$ cat config.mk
export PLATFORM = sky130hd
export DESIGN_NAME = stp16cpc26_receiver
export DESIGN_NICKNAME = d
export VERILOG_FILES = /design/src/rtl/stp16cpc26_receiver.sv
export SDC_FILE = /design/constraint.sdc
export NUM_CORES = 1
export LEC_CHECK = 0
export ABC_CLOCK_PERIOD_IN_PS = 1700
export CORE_ASPECT_RATIO = 1.75
export CORE_MARGIN = 2
export CORE_UTILIZATION = 39
export CTS_CLUSTER_DIAMETER = 60
export DETAILED_ROUTE_END_ITERATION = 7
export SYNTH_ARGS = -nofsm -noshare
export SYNTH_HDL_FRONTEND = slang
export SYNTH_SLANG_ARGS = --single-unit
$ cat constraint.sdc
create_clock -name clk -period 1.7 [get_ports clk]
set_input_delay 0.255 -clock clk [delete_from_list [all_inputs] [get_ports clk]]
set_output_delay 0.255 -clock clk [all_outputs]
set_load 0.005 [all_outputs]
$ cat src/rtl/stp16cpc26_receiver.sv
// Receiving end of a cascaded STP16CPC26 chain: oversamples the serial lines,
// shifts and latches like the real parts, and flags frames with a wrong bit count.
module stp16cpc26_receiver #(
   parameter int WIDTH       = 32,
   parameter int SYNC_STAGES = 2
) (
   input  logic             clk,
   input  logic             reset,
   input  logic             stp16_clk,
   input  logic             stp16_sdi,
   input  logic             stp16_le,
   input  logic             stp16_noe,
   output logic             stp16_sdo,
   output logic [WIDTH-1:0] data,
   output logic [WIDTH-1:0] led,
   output logic             o_valid,
   output logic             o_count_error,
   output logic [7:0]       bit_count
);

   logic [SYNC_STAGES-1:0] clk_sync_q, clk_sync_d;
   logic [SYNC_STAGES-1:0] sdi_sync_q, sdi_sync_d;
   logic [SYNC_STAGES-1:0] le_sync_q, le_sync_d;
   logic [SYNC_STAGES-1:0] noe_sync_q, noe_sync_d;
   logic                   clk_prev_q, clk_prev_d;
   logic                   le_prev_q, le_prev_d;
   logic [WIDTH-1:0]       shreg_q, shreg_d;
   logic [WIDTH-1:0]       data_q, data_d;
   logic [WIDTH-1:0]       led_q, led_d;
   logic [7:0]             bit_count_q, bit_count_d;
   logic                   valid_q, valid_d;
   logic                   count_error_q, count_error_d;
   logic                   clk_s, sdi_s, le_s, noe_s;
   logic                   clk_rise_s, le_fall_s;
   logic [7:0]             count_inc_s;

   assign clk_s = clk_sync_q[SYNC_STAGES-1];
   assign sdi_s = sdi_sync_q[SYNC_STAGES-1];
   assign le_s  = le_sync_q[SYNC_STAGES-1];
   assign noe_s = noe_sync_q[SYNC_STAGES-1];

   // Next-state: synchronizers, edge detect, shift, latch, count check, LED gating
   always_comb begin
      clk_sync_d    = {clk_sync_q[SYNC_STAGES-2:0], stp16_clk};
      sdi_sync_d    = {sdi_sync_q[SYNC_STAGES-2:0], stp16_sdi};
      le_sync_d     = {le_sync_q[SYNC_STAGES-2:0], stp16_le};
      noe_sync_d    = {noe_sync_q[SYNC_STAGES-2:0], stp16_noe};
      clk_prev_d    = clk_s;
      le_prev_d     = le_s;
      clk_rise_s    = clk_s & ~clk_prev_q;
      le_fall_s     = ~le_s & le_prev_q;
      shreg_d       = shreg_q;
      count_inc_s   = bit_count_q;
      data_d        = data_q;
      bit_count_d   = bit_count_q;
      valid_d       = 1'b0;
      count_error_d = count_error_q;

      if (clk_rise_s) begin
         shreg_d = {shreg_q[WIDTH-2:0], sdi_s};
         if (bit_count_q != 8'd255) begin
            count_inc_s = bit_count_q + 8'd1;
         end else begin
            count_inc_s = bit_count_q;
         end
      end else begin
         shreg_d     = shreg_q;
         count_inc_s = bit_count_q;
      end

      // A shift coinciding with the LE fall is counted and captured by the latch
      if (le_fall_s) begin
         data_d        = shreg_d;
         valid_d       = 1'b1;
         count_error_d = (32'(count_inc_s) != 32'(WIDTH));
         bit_count_d   = 8'd0;
      end else if (le_s) begin
         data_d      = shreg_d;
         bit_count_d = count_inc_s;
      end else begin
         data_d      = data_q;
         bit_count_d = count_inc_s;
      end

      if (noe_s) begin
         led_d = {WIDTH{1'b0}};
      end else begin
         led_d = data_d;
      end
   end

   // State registers with synchronous reset; NOE synchronizer resets to disabled
   always_ff @(posedge clk) begin
      if (reset) begin
         clk_sync_q    <= {SYNC_STAGES{1'b0}};
         sdi_sync_q    <= {SYNC_STAGES{1'b0}};
         le_sync_q     <= {SYNC_STAGES{1'b0}};
         noe_sync_q    <= {SYNC_STAGES{1'b1}};
         clk_prev_q    <= 1'b0;
         le_prev_q     <= 1'b0;
         shreg_q       <= {WIDTH{1'b0}};
         data_q        <= {WIDTH{1'b0}};
         led_q         <= {WIDTH{1'b0}};
         bit_count_q   <= 8'd0;
         valid_q       <= 1'b0;
         count_error_q <= 1'b0;
      end else begin
         clk_sync_q    <= clk_sync_d;
         sdi_sync_q    <= sdi_sync_d;
         le_sync_q     <= le_sync_d;
         noe_sync_q    <= noe_sync_d;
         clk_prev_q    <= clk_prev_d;
         le_prev_q     <= le_prev_d;
         shreg_q       <= shreg_d;
         data_q        <= data_d;
         led_q         <= led_d;
         bit_count_q   <= bit_count_d;
         valid_q       <= valid_d;
         count_error_q <= count_error_d;
      end
   end

   assign stp16_sdo     = shreg_q[WIDTH-1];
   assign data          = data_q;
   assign led           = led_q;
   assign o_valid       = valid_q;
   assign o_count_error = count_error_q;
   assign bit_count     = bit_count_q;

endmodule

==> images/cell_classes.png <==
Bar = 20 µm.
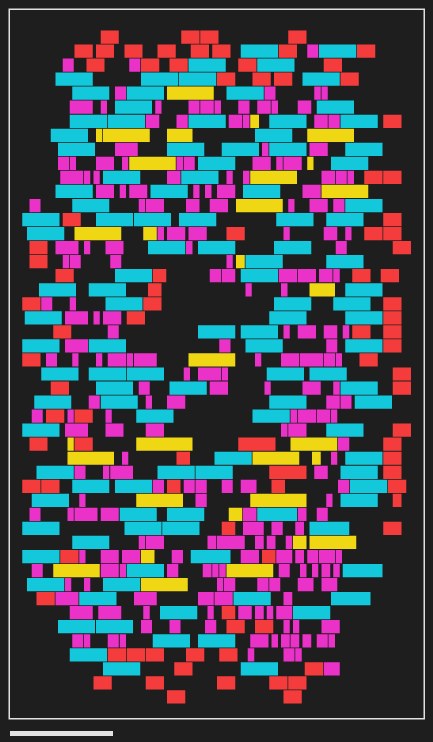
| color | class | cells | share of their area |
|---|---|---|---|
| yellow | clock drivers and dummy loads | 31 | 11% |
| cyan | flip-flops | 116 | 44% |
| red | other buffers and delay cells | 90 | 17% |
| magenta | all other logic | 228 | 28% |
core area: 9850 µm²
Final Util: 55.3%
# rows: 48

==> images/final_clocks.png <==
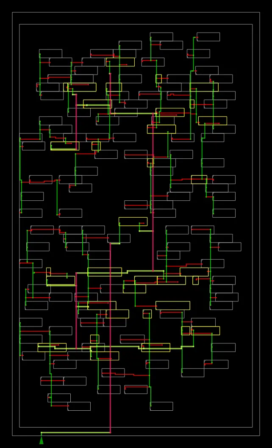
CTS Sinks: 116
clkbuf count: 22
worst skew pair latency: 400 ps
CTS Buf Count: 17

==> images/pdn.png <==
Pins as bars on the die edge. Tap cells in gray.
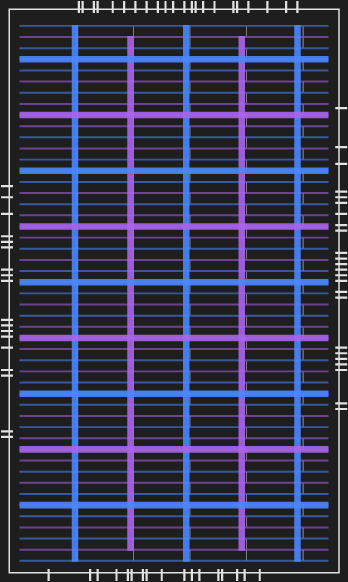
| color | net |
|---|---|
| blue | VSS |
| purple | VDD |
met5 straps: 9
met1 rails: 49
met4 straps: 5
signal pins: 81
rows: 48

==> out/metrics.yaml <==
power_and_ir_drop:
  p_total_mw: 6.58
  power_frac_seq_pct: 43.0
  p_leak_nw: 1.93
status:
  outcome: "finished, final reports clean"
critical_path:
  cp-start-kind: "flip-flop"
  path_max_fanout: 5
  r2r_cells: 5
  r2r_start: "clk_prev_q$_SDFF_PP0_"
cells_and_area:
  nMultiInputCombCells: 226
  n_fill_cell: 896
  area_delta_synth_final_pct: 37.9
  finalNonFillerCells: 590
logic_synthesis:
  top_cell_area_share_pct: 58.8
  yosysChipArea_um2: 3950
  ys_sh_simple_pct: 18.1
  ys_cells: 368
  synth-seq-area-share_pct: 58.8
  aoi_share_pct: 9.15
worst_hold_path:
  holdPathStages: 2
  min-delay-start: "reset"
sta:
  finalHoldViolations: 0
  timing.fmax_mhz: 604
job:
  warnings: 26
route:
  postRouteAntennaNets: 0
  met1Wirelength_um: 3120
  dr.max_layer_used: "met4"
  drtIter0Drc: 86
place:
  dpl.cell_count: 559
  dp_hpwl_um: 5020
global_routing:
  grt_overflow: 0
  top_usage_layer: "met2"
